File: config.mk
export PLATFORM = sky130hd
export DESIGN_NAME = ddr_test_traffic_gen
export DESIGN_NICKNAME = d
export VERILOG_FILES = /design/src/rtl/ddr_test_traffic_gen.sv
export SDC_FILE = /design/constraint.sdc
export NUM_CORES = 1
export LEC_CHECK = 0
export ABC_AREA = 0
export CAP_MARGIN = 20
export CORE_ASPECT_RATIO = 1.75
export CORE_UTILIZATION = 25
export CTS_BUF_LIST = sky130_fd_sc_hd__clkbuf_8 sky130_fd_sc_hd__clkbuf_16
export CTS_CLUSTER_SIZE = 16
export DETAILED_ROUTE_END_ITERATION = 12
export PLACE_DENSITY = 0.47
export SETUP_SLACK_MARGIN = 0.3
export SLEW_MARGIN = 20
export SYNTH_ARGS = -nofsm -noshare
export SYNTH_HDL_FRONTEND = slang
export SYNTH_SLANG_ARGS = --single-unit
File: constraint.sdc
create_clock -name clk -period 2.5 [get_ports clk]
set_input_delay 0.375 -clock clk [delete_from_list [all_inputs] [get_ports clk]]
set_output_delay 0.375 -clock clk [all_outputs]
set_load 0.005 [all_outputs]
File: src/rtl/ddr_test_traffic_gen.sv
// DDR traffic generator/checker: writes a pattern into NUM_REGION regions,
// reads each region back and compares against a locally regenerated pattern.
module ddr_test_traffic_gen #(
  parameter int unsigned DATA_WIDTH = 64,
  parameter int unsigned ADDR_WIDTH = 32,
  parameter int unsigned LEN_WIDTH = 16,
  parameter int unsigned NUM_REGION = 4,
  parameter logic [ADDR_WIDTH-1:0] BASE_ADDR = ADDR_WIDTH'(32'h0000_0000),
  parameter logic [ADDR_WIDTH-1:0] REGION_STRIDE = ADDR_WIDTH'(32'h0010_0000),
  parameter int unsigned CNT_WIDTH = 16
) (
  input  logic                  clk,
  input  logic                  rstn,
  input  logic                  test_en,
  input  logic [1:0]            test_mode,
  input  logic                  test_loop,
  input  logic [LEN_WIDTH-1:0]  burst_len,
  output logic                  wstart,
  input  logic                  wready,
  output logic [ADDR_WIDTH-1:0] waddr,
  output logic [LEN_WIDTH-1:0]  wdata_len,
  output logic                  wdata_vld,
  output logic [DATA_WIDTH-1:0] wdata,
  output logic                  rstart,
  input  logic                  rready,
  output logic [ADDR_WIDTH-1:0] raddr,
  output logic [LEN_WIDTH-1:0]  rdata_len,
  input  logic                  rdata_vld,
  input  logic [DATA_WIDTH-1:0] rdata,
  output logic                  busy,
  output logic                  done,
  output logic                  cfg_err,
  output logic                  err_flag,
  output logic [CNT_WIDTH-1:0]  pass_cnt,
  output logic [CNT_WIDTH-1:0]  err_cnt
);

  localparam int unsigned BEAT_BYTES = DATA_WIDTH / 8;
  localparam int unsigned REP = DATA_WIDTH / 32;
  localparam logic [1:0] MODE_INC = 2'd0;
  localparam logic [1:0] MODE_LFSR = 2'd1;
  localparam logic [1:0] MODE_WALK = 2'd2;
  localparam logic [1:0] MODE_CHECK = 2'd3;
  localparam logic [31:0] LFSR_TAPS = 32'h8020_0003;

  typedef enum logic [2:0] {
    IDLE, WR_REQ, WR_DATA, WR_WAIT, RD_REQ, RD_DATA, NEXT, DONE
  } state_t;

  // First 32-bit word of a burst for the given seed.
  function automatic logic [31:0] seed_word(input logic [1:0] mode, input logic [31:0] s);
    case (mode)
      MODE_LFSR:  return s | 32'h1;
      MODE_CHECK: return 32'hAAAA_AAAA;
      default:    return s;
    endcase
  endfunction

  // Word for the following beat; CHECK alternates by inversion.
  function automatic logic [31:0] step_word(input logic [1:0] mode, input logic [31:0] w);
    case (mode)
      MODE_INC:   return w + 32'h1;
      MODE_LFSR:  return (w >> 1) ^ (w[0] ? LFSR_TAPS : 32'h0);
      MODE_CHECK: return ~w;
      default:    return w;
    endcase
  endfunction

  function automatic logic [DATA_WIDTH-1:0] beat_data(input logic [1:0] mode,
                                                      input logic [31:0] w,
                                                      input logic [DATA_WIDTH-1:0] walk);
    return (mode == MODE_WALK) ? walk : {REP{w}};
  endfunction

  state_t                  state, state_nxt;
  logic                    test_en_q;
  logic [1:0]              mode_q;
  logic                    loop_q;
  logic [LEN_WIDTH-1:0]    len_q, beats_q, wbeat, rbeat;
  logic [7:0]              region;
  logic [ADDR_WIDTH-1:0]   region_addr;
  logic [31:0]             wword, rword, seed;
  logic [DATA_WIDTH-1:0]   wwalk, rwalk, rd_exp;
  logic                    start_rise, cfg_ok, last_region, miscmp;

  always_comb begin
    start_rise  = test_en & ~test_en_q;
    cfg_ok      = (burst_len != '0) && ((burst_len % LEN_WIDTH'(BEAT_BYTES)) == '0);
    last_region = (region == 8'(NUM_REGION - 1));
    seed        = {8'(pass_cnt), region, 16'h0};
    rd_exp      = beat_data(mode_q, rword, rwalk);
    miscmp      = rdata_vld && ((state != RD_DATA) || (rdata != rd_exp));
  end

  // Next-state logic.
  always_comb begin
    state_nxt = state;
    case (state)
      IDLE:    if (start_rise && cfg_ok) state_nxt = WR_REQ;
      WR_REQ:  if (wready) state_nxt = WR_DATA;
      WR_DATA: if (wbeat == beats_q - LEN_WIDTH'(1)) state_nxt = WR_WAIT;
      WR_WAIT: if (wready) state_nxt = RD_REQ;
      RD_REQ:  if (rready) state_nxt = RD_DATA;
      RD_DATA: if (rdata_vld && (rbeat == beats_q - LEN_WIDTH'(1))) state_nxt = NEXT;
      NEXT: begin
        // A dropped test_en ends the run quietly once the current region is read back.
        if (!test_en)                    state_nxt = IDLE;
        else if (!last_region || loop_q) state_nxt = WR_REQ;
        else                             state_nxt = DONE;
      end
      DONE:    state_nxt = IDLE;
      default: state_nxt = IDLE;
    endcase
  end

  always_ff @(posedge clk) begin
    if (!rstn) begin
      state       <= IDLE;
      test_en_q   <= 1'b1;
      mode_q      <= '0;
      loop_q      <= 1'b0;
      len_q       <= '0;
      beats_q     <= '0;
      wbeat       <= '0;
      rbeat       <= '0;
      region      <= '0;
      region_addr <= '0;
      wword       <= '0;
      rword       <= '0;
      wwalk       <= '0;
      rwalk       <= '0;
      wstart      <= 1'b0;
      waddr       <= '0;
      wdata_len   <= '0;
      wdata_vld   <= 1'b0;
      wdata       <= '0;
      rstart      <= 1'b0;
      raddr       <= '0;
      rdata_len   <= '0;
      busy        <= 1'b0;
      done        <= 1'b0;
      cfg_err     <= 1'b0;
      err_flag    <= 1'b0;
      pass_cnt    <= '0;
      err_cnt     <= '0;
    end else begin
      state     <= state_nxt;
      test_en_q <= test_en;
      busy      <= (state_nxt != IDLE);
      cfg_err   <= (state == IDLE) && start_rise && !cfg_ok;
      wstart    <= (state == WR_REQ) && wready;
      rstart    <= (state == RD_REQ) && rready;
      wdata_vld <= (state == WR_DATA);
      if (state_nxt == DONE) done <= 1'b1;

      if ((state == WR_REQ) && wready) begin
        waddr     <= region_addr;
        wdata_len <= len_q;
        wword     <= seed_word(mode_q, seed);
        wwalk     <= DATA_WIDTH'(1);
        wbeat     <= '0;
      end
      if (state == WR_DATA) begin
        wdata <= beat_data(mode_q, wword, wwalk);
        wword <= step_word(mode_q, wword);
        wwalk <= {wwalk[DATA_WIDTH-2:0], wwalk[DATA_WIDTH-1]};
        wbeat <= wbeat + LEN_WIDTH'(1);
      end

      if ((state == RD_REQ) && rready) begin
        raddr     <= region_addr;
        rdata_len <= len_q;
        rword     <= seed_word(mode_q, seed);
        rwalk     <= DATA_WIDTH'(1);
        rbeat     <= '0;
      end
      // Checker generator advances only on received beats.
      if ((state == RD_DATA) && rdata_vld) begin
        rword <= step_word(mode_q, rword);
        rwalk <= {rwalk[DATA_WIDTH-2:0], rwalk[DATA_WIDTH-1]};
        rbeat <= rbeat + LEN_WIDTH'(1);
      end
      if (miscmp) begin
        err_flag <= 1'b1;
        if (err_cnt != '1) err_cnt <= err_cnt + CNT_WIDTH'(1);
      end

      if (state == NEXT) begin
        if (!last_region) begin
          region      <= region + 8'd1;
          region_addr <= region_addr + REGION_STRIDE;
        end else begin
          region      <= '0;
          region_addr <= BASE_ADDR;
          if (pass_cnt != '1) pass_cnt <= pass_cnt + CNT_WIDTH'(1);
        end
      end

      if ((state == IDLE) && start_rise && cfg_ok) begin
        mode_q      <= test_mode;
        loop_q      <= test_loop;
        len_q       <= burst_len;
        beats_q     <= burst_len / LEN_WIDTH'(BEAT_BYTES);
        region      <= '0;
        region_addr <= BASE_ADDR;
        pass_cnt    <= '0;
        err_cnt     <= '0;
        err_flag    <= 1'b0;
        done        <= 1'b0;
      end
    end
  end

endmodule

### Congestion heat map, run 1

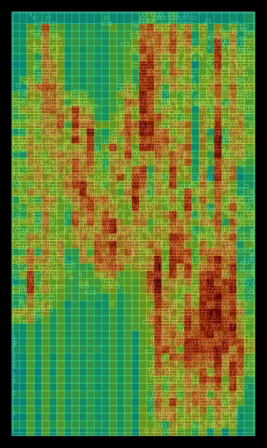
routed length per placed instance: 19.68 um
GR Layer Usage met2: 34.05%
Global Route Usage Sum: 18.76%

### Metal 2, run 1

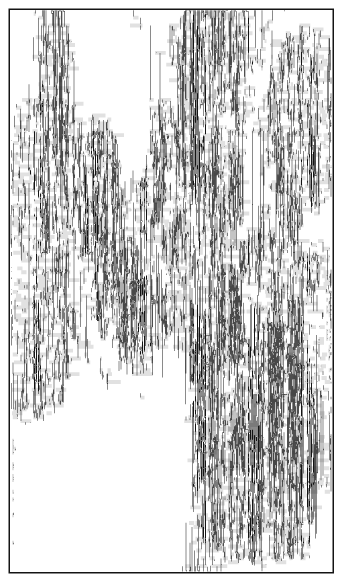
The longest straight run is 115 um. The layer carries 43.0 mm of wire.
routed vias: 21670
final wirelength: 84950 um

### Metal 3, run 1

The bar under the picture is 50 um long.
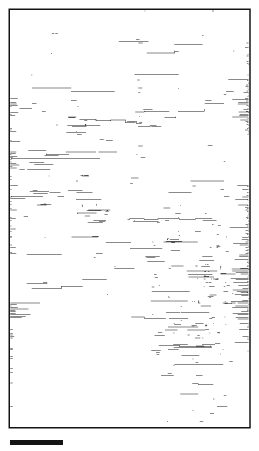
357 nets have wire on it. The layer carries 3390 um of wire. The layer holds 4.0% of the routed length.
met3 GRT Util: 2.277%

==> results.toml, run 1 <==
# yosys + openroad results
[power]
peakVddDrop_mv = 0.4482
p_leak_nw = 10.77
p_int_mw = 11.52
clkPwrFrac_pct = 50.2
p_sw_share_pct = 23.81
pwr-share-comb_pct = 4.8
pg_seq_mw = 6.81
power_mw = 15.12
p_comb_mw = 0.728

[grt]
top_usage_layer = "met2"
grt_pass1_wl_um = 127500
grt_max_degree = 103

[place]
hpwl_um = 61510
io_buffers = 247
routabilityCongestion = 0.9093
pre_cts_ws_ns = -0.3764

[cts]
clock_path_buffers = 3
holdBufCountCts = 0
cts_tree = "yes"
clk_pin_slew_worst_paths_ns = 0.06
clock_sinks = 426
cts-root-buf = "clkbuf_16"
post-cts-setup-buffers = 5
cts_made_buffers = 46

[worst_hold_path]
hp-class = "input port to register"
min_to = "state[0]$_SDFF_PN0_"

[cells_and_area]
logic_gate_count = 2019
reg_top3 = "rwalk (64), wdata (64), wwalk (64)"
comb_share_pct = 41.57
comb_area_um2 = 12200
final_area_um2 = 29340
area_growth_pct = 36.32
regArea_um2 = 8572
sh_seq_area_pct = 29.21
nNonClkBuffers = 579
n_fill_cell = 8992
drive_above_1_share_pct = 16.79
lay_top_cells = "dfxtp_1, a21oi_1, nand2_1, buf_4, clkdlybuf4s50_1"
clock_area_share_pct = 5.607
antenna_cells = 1

[logic_synthesis]
yosysTopAreaCell = "dfxtp_1"
yosys.area_share.simple_pct = 20.66
synthTopCellsByCount = "dfxtp_1, a21oi_1, nand2_1"
syn_avg_cell_area_um2 = 7.870
top_area_share_pct = 39.62
ys_warn_count = 0
ys_sh_aoi_pct = 23.59
synth-async-reset-ratio_pct = 0
ff_type = "dfxtp_1"
yosys-stat-area_um2 = 21530
syn_area_um2 = 21530
mux_share_pct = 3.313
topCombFamilyByArea = "AND-OR/OR-AND gates"
ys_seq_share_pct = 39.62

[detailed_routing]
via_per_inst = 5.020
met3WireLength_um = 3390
ant_nets = 0
routed.top_layer = "met5"
dr_wl_met2_um = 43020
first_pass_iters = 5
post-route-drc-count = 0

[floorplanning]
dieArea_um2 = 87330
die_w_um = 223.8
taps = 1152
fp-utilization_pct = 25.19
rows = 142
die_h_um = 390.2

[timing]
final_max_slew_viol_count = 0
hold_slack_ns = 0.1433
rsz0062_at_grt = "true"
setup_ws_ns = -0.2072
setup_viol_count_final = 19
slew_headroom_pct = 61.44
tightest_slew_ns = 0.5784

[setup_path]
crit_buf_inv = 4
r2r_end = "err_cnt[12]$_SDFFE_PP0P_"
rr_worst_depth = 12
worstPathMaxFanout = 29
path_cells = "buf_4, nor2b_4, buf_4, nand2_1, a21oi_1, nor4_1, buf_4, nand4_1, nor4_4, buf_12, or4_1, and3_1"
cp-end-kind = "register"
endpoint = "err_cnt[12]$_SDFFE_PP0P_"
slowest_delay_ns = 0.46

[status]
violations = "negative setup slack"
status = "complete, but fails checks"

[job]
openroad.warnings = 30
### Sequential cells colored by netlist name, run 1

Other sequential cells in the stronger gray, the rest of the logic in the fainter gray.
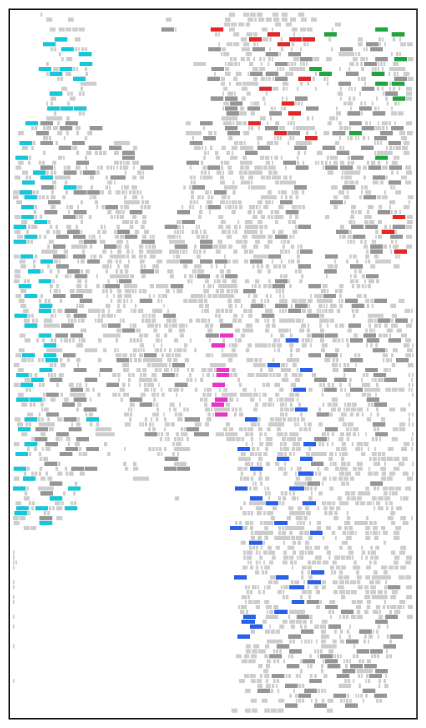

==> run 2: changes to the inputs <==
- CORE_ASPECT_RATIO: 1.75 -> default
### Sequential cells colored by netlist name, run 2

Other sequential cells in the stronger gray, the rest of the logic in the fainter gray.
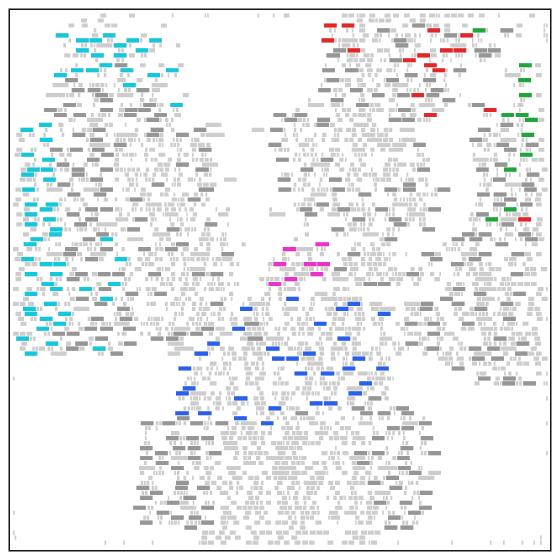
Blue is rword, placed flops 32. Magenta is region, placed flops 8, where center. Red is wdata_len, placed flops 16, where upper right. Cyan is wdata, placed flops 64. Green is waddr, placed flops 12, where upper right.
Another 294 sequential cells are not colored.
seq pwr: 6.81 mW
flop share of the area: 28.52%
area occupied by registers: 8557 um2
Core Util, Final: 35.18%

### Metal 2, run 2

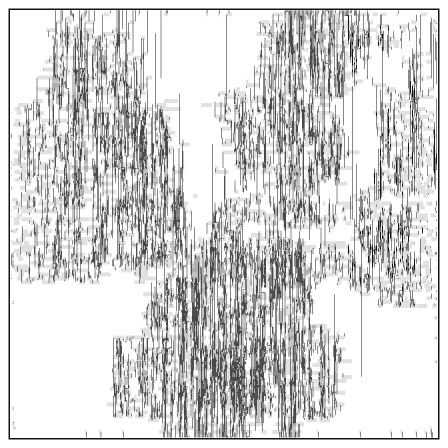
final wirelength: 82350 um
routed vias: 21410
GR Layer Usage met2: 28.29%

==> run 2 against run 1 <==
  * The run still ends with negative setup slack left
  * Cell area rose by 2.3%
  * Combinational power about the same
  * Synthesized cell count is the same
  * Synthesized area unchanged
  * Final cell count decreased by 0.12%
  * Sequential cell count did not move
==> results.toml, run 2 <==
# yosys + openroad results
[cells_and_area]
antenna_cells = 0
n_fill_cell = 8853
comb_area_um2 = 12510
drive_above_1_share_pct = 18.16
clock_area_share_pct = 6.034
final_area_um2 = 30000
area_growth_pct = 39.39

[setup_path]
rr_worst_depth = 12
worstPathMaxFanout = 8
slowest_delay_ns = 0.52
r2r_end = "err_cnt[12]$_SDFFE_PP0P_"
path_cells = "nand2b_4, buf_12, buf_4, o211a_1, a211oi_2, a211oi_2, nand4_1, nor4_4, buf_6, buf_12, or4_4, and3_4"
crit_buf_inv = 4
cp-end-kind = "register"

[timing]
setup_viol_count_final = 19
tightest_slew_ns = 0.6048
hold_slack_ns = 0.2393
slew_headroom_pct = 59.17
rsz0062_at_grt = "true"
setup_ws_ns = -0.3131
final_max_slew_viol_count = 0

[logic_synthesis]
syn_area_um2 = 21530
ff_type = "dfxtp_1"
synth-async-reset-ratio_pct = 0
ys_seq_share_pct = 39.62
syn_avg_cell_area_um2 = 7.870
topCombFamilyByArea = "AND-OR/OR-AND gates"
synthTopCellsByCount = "dfxtp_1, a21oi_1, nand2_1"
top_area_share_pct = 39.62

[cts]
cts_tree = "yes"
post-cts-setup-buffers = 28
cts_made_buffers = 51
holdBufCountCts = 0
clock_sinks = 426
clk_pin_slew_worst_paths_ns = 0.06
clock_path_buffers = 3

[job]
openroad.warnings = 29

[power]
pwr-share-comb_pct = 4.7
peakVddDrop_mv = 0.4401
p_sw_share_pct = 23.20
p_leak_nw = 10.96
power_mw = 15.54
p_comb_mw = 0.730

[status]
status = "complete, but fails checks"
violations = "negative setup slack"

[detailed_routing]
first_pass_iters = 5
via_per_inst = 4.967
post-route-drc-count = 0
ant_nets = 0
met3WireLength_um = 4206
routed.top_layer = "met4"
wl_per_cell_um = 19.10

[grt]
globalRouteMet3Util_pct = 2.924
grt_max_degree = 77
grt_pass1_wl_um = 124800

[floorplanning]
taps = 1144
rows = 107
fp-utilization_pct = 25.24
dieArea_um2 = 87280

[place]
hpwl_um = 56770
routabilityCongestion = 0.9061
io_buffers = 247

[worst_hold_path]
hp-class = "input port to register"
### Congestion heat map, run 2

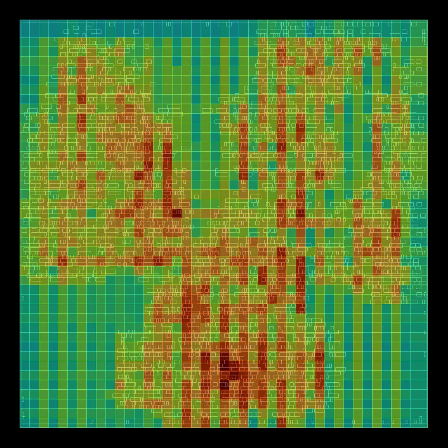
busiest grt layer: met2
met1 Use GR: 26.06%
Global Route Usage Sum: 18.27%

### Metal 3, run 2

The bar under the picture is 100 um long.
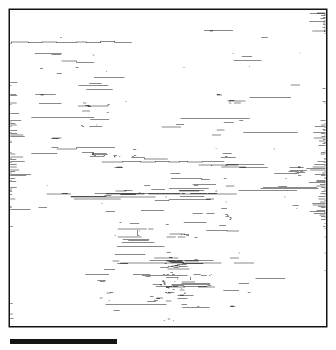

==> run 3: changes to the inputs <==
- SKIP_CTS_REPAIR_TIMING: default -> 1
### Metal 3, run 3

The bar under the picture is 100 um long.
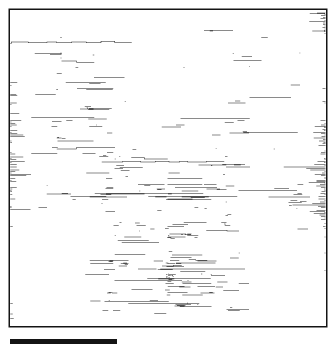
met3 GRT Util: 2.586%
final wirelength: 82090 um

### Congestion heat map, run 3

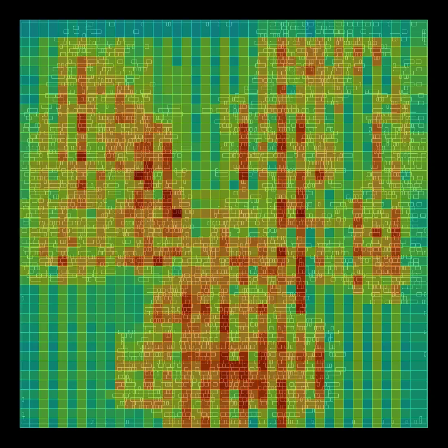
Core Util, Final: 34.67%
Global Route Usage Sum: 17.72%
met1 Use GR: 25.73%
GR Layer Usage met2: 27.31%
routed length per placed instance: 19.08 um

### Metal 2, run 3

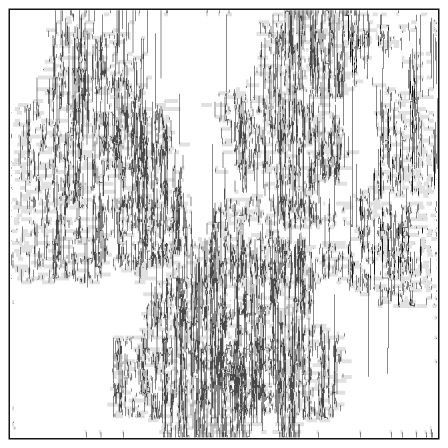
2511 nets have wire on it. The longest straight run is 97.2 um.
routed vias: 21320

==> run 3 against run 2 <==
  * The flow still finishes with violations (negative setup slack)
  * Power is 0.10% lower
  * Routed wire length down 0.32%
  * Sequential share of layout area increased by 0.43 points
  * Die size did not move
  * Hold slack got worse by 0.0036 ns
  * Core utilization down 0.51 points
  * First-iteration DRC count increased by 6.1%
  * Final cell count shrank 0.21%
  * Cell area down 1.5%
  * Sequential cell count did not move
  * Critical path type unchanged
  * Largest cell class unchanged
==> results.toml, run 3 <==
# yosys + openroad results
[logic_synthesis]
syn_area_um2 = 21530
topCombFamilyByArea = "AND-OR/OR-AND gates"
ys_seq_share_pct = 39.62
syn_avg_cell_area_um2 = 7.870
top_area_share_pct = 39.62
ff_type = "dfxtp_1"

[cells_and_area]
comb_area_um2 = 12270
antenna_cells = 0
biggestCellCategory = "combinational gates"
drive_above_1_share_pct = 16.72
sh_seq_area_pct = 28.95
clock_area_share_pct = 6.124
final_area_um2 = 29560
regArea_um2 = 8559
n_fill_cell = 8926
area_growth_pct = 37.35
nNonClkBuffers = 559

[floorplanning]
dieArea_um2 = 87280
fp-utilization_pct = 25.24
taps = 1144
rows = 107

[setup_path]
reg2reg_slack_ns = -0.23
cp-end-kind = "register"
worstPathMaxFanout = 13
slowest_delay_ns = 0.39
rr_worst_depth = 11
r2r_end = "err_cnt[12]$_SDFFE_PP0P_"
critPathLaunchType = "register"
crit_buf_inv = 3

[timing]
tightest_slew_ns = 0.6061
slew_headroom_pct = 59.08
hold_slack_ns = 0.2357
clock_skew_ns = 0.02609
final_max_slew_viol_count = 0
rsz0062_at_grt = "true"
setup_viol_count_final = 19
setup_ws_ns = -0.2332

[detailed_routing]
via_per_inst = 4.955
met3WireLength_um = 4250
post-route-drc-count = 0
ant_nets = 0

[power]
p_sw_share_pct = 23.16
peakVddDrop_mv = 0.4400
pwr-share-comb_pct = 4.6
power_mw = 15.53
p_leak_nw = 10.84
p_comb_mw = 0.717
clkPwrFrac_pct = 51.5
pg_seq_mw = 6.81

[job]
openroad.warnings = 29

[grt]
grt_pass1_wl_um = 121300
top_usage_layer = "met2"
grt_pass1_vias = 19880
grt_max_degree = 109

[cts]
clock_path_buffers = 3
clk_pin_slew_worst_paths_ns = 0.06
cts_made_buffers = 51
cts_tree = "yes"

[status]
status = "complete, but fails checks"
violations = "negative setup slack"

[place]
io_buffers = 247
routabilityCongestion = 0.9061
hpwl_um = 56770

[worst_hold_path]
hp-class = "input port to register"
No activity file was given, so power comes from the tool's default toggle rates.
